==> src/rtl/fifo_wr_arb_pkg.sv <==
// Shared types, limits and helpers for the FIFO write-port arbiter.
// Used by fifo_wr_arbiter and rr_pick.
package fifo_wr_arb_pkg;

   typedef enum logic {
      IDLE    = 1'b0,
      GRANTED = 1'b1
   } state_t;

   localparam int unsigned NUM_REQ_MIN = 2;
   localparam int unsigned NUM_REQ_MAX = 8;
   localparam int unsigned IDX_MAX_W   = $clog2(NUM_REQ_MAX);

   // Encode a one-hot (or zero) vector to its bit index; zero maps to 0.
   function automatic logic [IDX_MAX_W-1:0] onehot2idx(input logic [NUM_REQ_MAX-1:0] oh);
      logic [IDX_MAX_W-1:0] idx;
      idx = '0;
      for (int unsigned i = 0; i < NUM_REQ_MAX; i++) begin
         if (oh[i]) idx = idx | IDX_MAX_W'(i);
      end
      return idx;
   endfunction

endpackage

==> src/rtl/rr_pick.sv <==
// Combinational round-robin picker: first set bit of i_req at or after
// i_start (wrapping modulo NUM_REQ), returned one-hot with a found flag.
module rr_pick
   import fifo_wr_arb_pkg::*;
#(
   parameter int unsigned NUM_REQ = 4,
   parameter int unsigned IDX_W   = $clog2(NUM_REQ)
)(
   input  logic [NUM_REQ-1:0] i_req,
   input  logic [IDX_W-1:0]   i_start,
   output logic [NUM_REQ-1:0] o_pick,
   output logic               o_found
);

   logic [IDX_W:0] w_sum;

   // Walk offsets from farthest to nearest so the nearest request wins.
   always_comb begin
      o_pick = '0;
      w_sum  = '0;
      for (int unsigned k = NUM_REQ; k > 0; k--) begin
         w_sum = (IDX_W+1)'(i_start) + (IDX_W+1)'(k - 1);
         if (w_sum >= (IDX_W+1)'(NUM_REQ)) w_sum = w_sum - (IDX_W+1)'(NUM_REQ);
         if (i_req[w_sum[IDX_W-1:0]]) begin
            o_pick                    = '0;
            o_pick[w_sum[IDX_W-1:0]]  = 1'b1;
         end
      end
   end

   assign o_found = |i_req;

endmodule

==> src/rtl/fifo_wr_arbiter.sv <==
// Round-robin arbiter sharing the async FIFO write port among NUM_REQ requesters.
// Define FIFO_WR_ARB_BURST_EN to add REQ_LAST and keep multi-word frames contiguous.
module fifo_wr_arbiter
   import fifo_wr_arb_pkg::*;
#(
   parameter int unsigned NUM_REQ    = 4,
   parameter int unsigned DATA_WIDTH = 8
)(
   input  logic                          W_CLK,
   input  logic                          W_RST,
   input  logic [NUM_REQ-1:0]            REQ_VALID,
   input  logic [NUM_REQ*DATA_WIDTH-1:0] REQ_DATA,
`ifdef FIFO_WR_ARB_BURST_EN
   input  logic [NUM_REQ-1:0]            REQ_LAST,
`endif
   output logic [NUM_REQ-1:0]            REQ_READY,
   input  logic                          W_FULL,
   output logic                          W_INC,
   output logic [DATA_WIDTH-1:0]         W_DATA,
   output logic [NUM_REQ-1:0]            GRANT,
   output logic                          BUSY
);

   localparam int unsigned IDX_W = $clog2(NUM_REQ);

   if (NUM_REQ < NUM_REQ_MIN || NUM_REQ > NUM_REQ_MAX) begin : g_bad_num_req
      $error("fifo_wr_arbiter: NUM_REQ out of range");
   end

   state_t               r_state, w_state_nxt;
   logic [NUM_REQ-1:0]   r_grant, w_grant_nxt;
   logic [IDX_W-1:0]     r_last_idx, w_last_idx_nxt;
   logic [IDX_W-1:0]     w_g, w_base, w_start;
   logic [NUM_REQ-1:0]   w_pick;
   logic                 w_found, w_xfer, w_abandon, w_rearb;

   assign w_g = IDX_W'(onehot2idx(NUM_REQ_MAX'(r_grant)));

   // One picker serves both paths: from IDLE start after last_idx, else after the holder.
   assign w_base  = (r_state == GRANTED) ? w_g : r_last_idx;
   assign w_start = (w_base == IDX_W'(NUM_REQ - 1)) ? '0 : w_base + IDX_W'(1);

   rr_pick #(
      .NUM_REQ (NUM_REQ),
      .IDX_W   (IDX_W)
   ) u_rr_pick (
      .i_req   (REQ_VALID),
      .i_start (w_start),
      .o_pick  (w_pick),
      .o_found (w_found)
   );

   assign w_xfer    = W_INC;
   assign w_abandon = (r_state == GRANTED) & ~W_FULL & ~REQ_VALID[w_g];
`ifdef FIFO_WR_ARB_BURST_EN
   assign w_rearb   = w_abandon | (w_xfer & REQ_LAST[w_g]);
`else
   assign w_rearb   = w_abandon | w_xfer;
`endif

   always_ff @(posedge W_CLK or negedge W_RST) begin
      if (!W_RST) begin
         r_state    <= IDLE;
         r_grant    <= '0;
         r_last_idx <= IDX_W'(NUM_REQ - 1);
      end else begin
         r_state    <= w_state_nxt;
         r_grant    <= w_grant_nxt;
         r_last_idx <= w_last_idx_nxt;
      end
   end

   // While FULL is high nothing transfers or abandons, so grant and state hold.
   always_comb begin
      w_state_nxt    = r_state;
      w_grant_nxt    = r_grant;
      w_last_idx_nxt = r_last_idx;
      case (r_state)
         IDLE: begin
            if (w_found) begin
               w_state_nxt = GRANTED;
               w_grant_nxt = w_pick;
            end
         end
         GRANTED: begin
            if (w_xfer) w_last_idx_nxt = w_g;
            if (w_rearb) begin
               if (w_found) begin
                  w_grant_nxt = w_pick;
               end else begin
                  w_state_nxt = IDLE;
                  w_grant_nxt = '0;
               end
            end
         end
         default: begin
            w_state_nxt = IDLE;
            w_grant_nxt = '0;
         end
      endcase
   end

   // Write side is gated by FULL here so the FIFO can never be overrun.
   always_comb begin
      REQ_READY = '0;
      W_INC     = 1'b0;
      W_DATA    = '0;
      BUSY      = 1'b0;
      if (r_state == GRANTED) begin
         REQ_READY = r_grant & {NUM_REQ{~W_FULL}};
         W_INC     = (|(REQ_VALID & r_grant)) & ~W_FULL;
         W_DATA    = REQ_DATA[32'(w_g) * DATA_WIDTH +: DATA_WIDTH];
         BUSY      = 1'b1;
      end
   end

   assign GRANT = r_grant;

endmodule

==> config.mk <==
export PLATFORM = sky130hd
export DESIGN_NAME = fifo_wr_arbiter
export DESIGN_NICKNAME = d
export VERILOG_FILES = /design/src/rtl/fifo_wr_arb_pkg.sv /design/src/rtl/rr_pick.sv /design/src/rtl/fifo_wr_arbiter.sv
export SDC_FILE = /design/constraint.sdc
export NUM_CORES = 1
export LEC_CHECK = 0
export CAP_MARGIN = 10
export CORE_AREA = 5 5 60 62
export DETAILED_ROUTE_END_ITERATION = 16
export DIE_AREA = 0 0 65 67
export PLACE_DENSITY = 0.79
export SETUP_SLACK_MARGIN = 0.4
export SLEW_MARGIN = 0
export SYNTH_ARGS = -nofsm -noshare
export SYNTH_HDL_FRONTEND = slang
export SYNTH_HIERARCHICAL = 1
export SYNTH_SLANG_ARGS = --single-unit
==> constraint.sdc <==
create_clock -name W_CLK -period 3.82 [get_ports W_CLK]
set_clock_uncertainty 0.15 [all_clocks]
set_input_delay 0.382 -clock W_CLK [delete_from_list [all_inputs] [get_ports W_CLK]]
set_output_delay 0.382 -clock W_CLK [all_outputs]
set_load 0.005 [all_outputs]
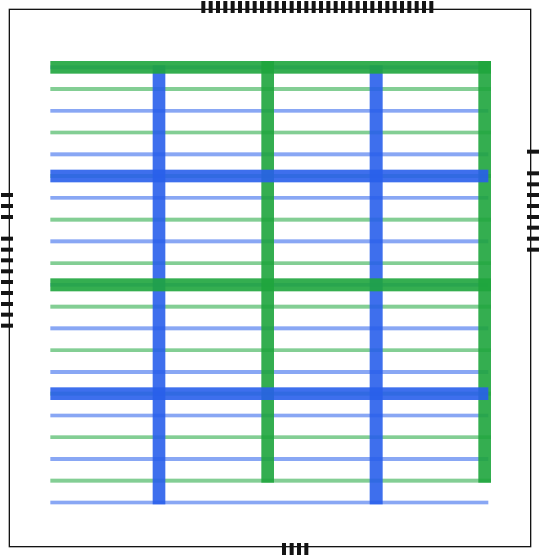
Figure 1: PDN straps and rails.
(8 px per µm) Pins as bars on the die edge.
net	color
VDD	green
VSS	blue
met4 straps	4
rows	20
Worst VDD drop: 427 µV
Die H: 67 µm
core outline area: 2980 µm²

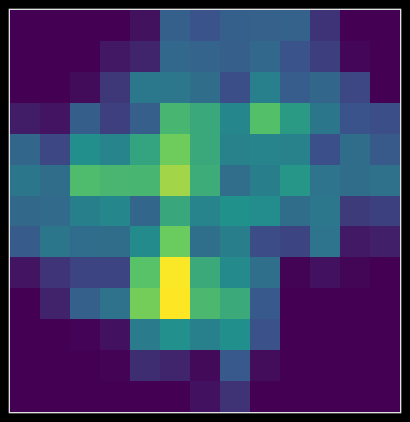
Figure 2: wiring heat map.
(6 px per µm) 13 x 13 tiles, from dark purple (low) to yellow (high), scaled to the fullest tile. Values are wire area over tile area, all layers added.
emptiest ninth of the die	bottom right
fullest tile	0.53
tiles over half the peak	13%
Total GRT Usage: 0.180
routed length per instance: 15.5 µm
final wirelength: 3730 µm

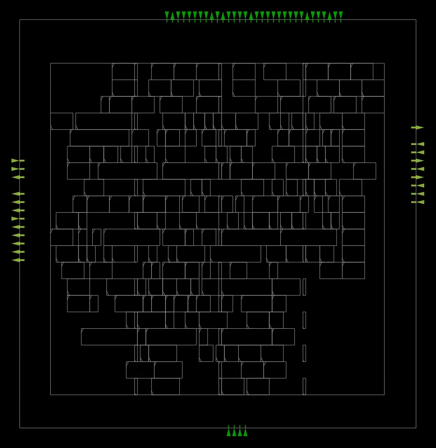
Figure 3: cell outlines without signal wires.
Post-Layout Cell Count: 240
fin util: 0.601
tap cells: 33
# rows: 20

worst paths after layout:
kind	startpoint	endpoint	slack [ps]	depth (start not counted)
setup reg to reg	GRANT[3]$_DFFE_PN0P_	GRANT[0]$_DFFE_PN0P_	720	12
hold reg to reg	r_last_idx[1]$_DFFE_PN1P_	r_last_idx[1]$_DFFE_PN1P_	330	2
setup / recovery	GRANT[3]$_DFFE_PN0P_	GRANT[0]$_DFFE_PN0P_	720	12
max in group asynchronous	W_RST	r_last_idx[0]$_DFFE_PN1P_	2980	1
min in group W_CLK	r_last_idx[1]$_DFFE_PN1P_	r_last_idx[1]$_DFFE_PN1P_	330	2
hold / removal	W_RST	GRANT[0]$_DFFE_PN0P_	230	1
where the power goes:
part           total, mW  leakage (nW)  switching [mW]  internal, mW
Clock             0.0754        0.0150          0.0350        0.0404
Sequential         0.166        0.0796          0.0498         0.116
Combinational       1.36         0.662           0.667         0.696
Total               1.60         0.756           0.752         0.853
critical path, stage by stage, from the launching register on:
cell and delay, ps:
dfrtp_1 550, nor2_2 400, a21oi_1 150, xnor2_1 160
buf_4 200, inv_1 100, ha_1 350, mux4_2 360
nand2b_1 150, o22ai_1 100, a31oi_1 160, nand2_1 70
mux2i_1 140
logic make-up after synthesis:
group                      Yosys count  share of synthesized area
and+or+nand+nor                     69                      0.279
muxes                               21                      0.220
DFF                                  7                      0.150
adders and majority gates            8                     0.0846
xor gates and xnor gates             1                    0.00740
AOI/OAI and AO/OA                   29                      0.186
buffers and inverters               17                     0.0729
cell usage after synthesis, types with 2 or more instances:
cell type	number	area, µm²
nand2_1	33	124
mux2i_1	17	170
o21ai_0	11	55.1
and3_1	9	56.3
ha_1	8	100
inv_1	8	30.0
nand3_1	8	40.0
nand2b_1	7	43.8
nor2_1	7	26.3
dfrtp_1	5	125
o22ai_1	5	31.3
mux4_2	4	90.1
a31oi_1	3	18.8
clkbuf_1	3	11.3
a22o_1	2	17.5
buf_2	2	10.0
buf_6	2	22.5
dfstp_2	2	52.6
final cells by class:
| type | count | area (µm²) | area share |
|---|---|---|---|
| multi-input combinational | 128 | 927 | 0.518 |
| tap | 33 | 41.3 | 0.0231 |
| sequential | 7 | 178 | 0.0992 |
| timing repair buffer | 59 | 583 | 0.326 |
| inverter | 9 | 35.0 | 0.0196 |
| clock buffer | 4 | 26.3 | 0.0147 |
registers in the layout (all words and copies together) (netlist names):
signal	cells
GRANT	4
r_last_idx	2
r_state	1
metrics by stage:
| step | setup WS [ps] | util | cells | power [mW] |
|---|---|---|---|---|
| after floorplan | 659 | - | 152 | 1.11 |
| after global placement | 692 | 0.590 | 236 | 1.49 |
| after detailed placement | 594 | 0.590 | 236 | 1.52 |
| after CTS | 578 | 0.599 | 240 | 1.61 |
| after global routing | 405 | 0.601 | 240 | 1.78 |
| final | 723 | 0.601 | 240 | 1.60 |
layer usage:
| metal | track usage | share of wire | vias to the layer above |
|---|---|---|---|
| li1 | - | - | 649 |
| met1 | 0.219 | 0.40 | 581 |
| met4 | 0.0554 | 0.012 | 0 |
| met2 | 0.301 | 0.51 | 46 |
| met5 | 0 | 0 | - |
| met3 | 0.0540 | 0.074 | 7 |
==> reports/results.ini <==
[synthesis]
synthFlopType=dfrtp_1
synthCells=152
postSynthSeqShare=0.150
fp_nets=199
synth-async-reset-ratio=1.00
netlist_area_um2=1180
yosysUniqueCellTypes=34
yosys_warnings=6
avgSynthCellArea_um2=7.79
yosys_area_um2=1180
synth_flops=7
yosysCellCount=152
synth-edff-count=0

[setup_path]
end_kind=register
worstPathArrival_ps=3140
path_max_fanout=15
path_class=reg2reg
worstPathRequired_ps=3860
start_kind=register

[clocking]
post_cts_buffers=0
clk_pin_slew_ps=60
cts_buffer_depth=2
clkSinkCount=7
numCtsBuffers=3
cts-root-buf=clkbuf_4
clkLatencyLatePin_ps=270
cts_tree=yes
cts-htree-levels=1
cts_resized=0
ctsHoldBuffers=0

[route]
dr.pass1.iters=4
drtAntennaViolNets=0
via_count=1283
drt_drc_violations_left=0
vias_per_cell=5.35
drt_iter0_markers=71

[final_layout]
lay_top_count=clkdlybuf4s50_1
fill_cells=276
antenna_cells=0
syn_to_final_growth_pct=51.3
layout-drive-gt1-share=0.0966
nNetsFinal=255
layout_top_cells=clkdlybuf4s50_1 (56), nand2_1 (33), mux2i_1 (17)
stdcell_area_um2=1790

[die]
die_w_um=65
fp-utilization=0.397
pin_count=57
chipArea_um2=4360

[hold_path]
min_path_type=in2async

[timing]
drv_slew=0
period_minus_slack_ps=3100
tightest_slew_ps=469
slew_headroom=0.687
tns_ps=0
final-hold-violation-count=0
timing.final.crit_share=0.811
rsz0062_at_grt=no
setup_viol=0
fmax_mhz=323
whs_ps=232

[run_status]
outcome=finished, final reports clean

[placement]
place_area_um2=1760
gp_congestion=0.856
io_buffers=56
hpwl_um=2990

[job]
max-cap-violations=0
warnings=33

[power]
powerDensity_nw_per_um2=896
total_leakage_power_nw=0.756

[grt]
grt_remaining_overflow=0
grt_pass1_wl_um=6120
antenna_found_initial=0
grt_pass1_vias=1325
grt_max_degree=22

Power and IR drop assume default switching activity.
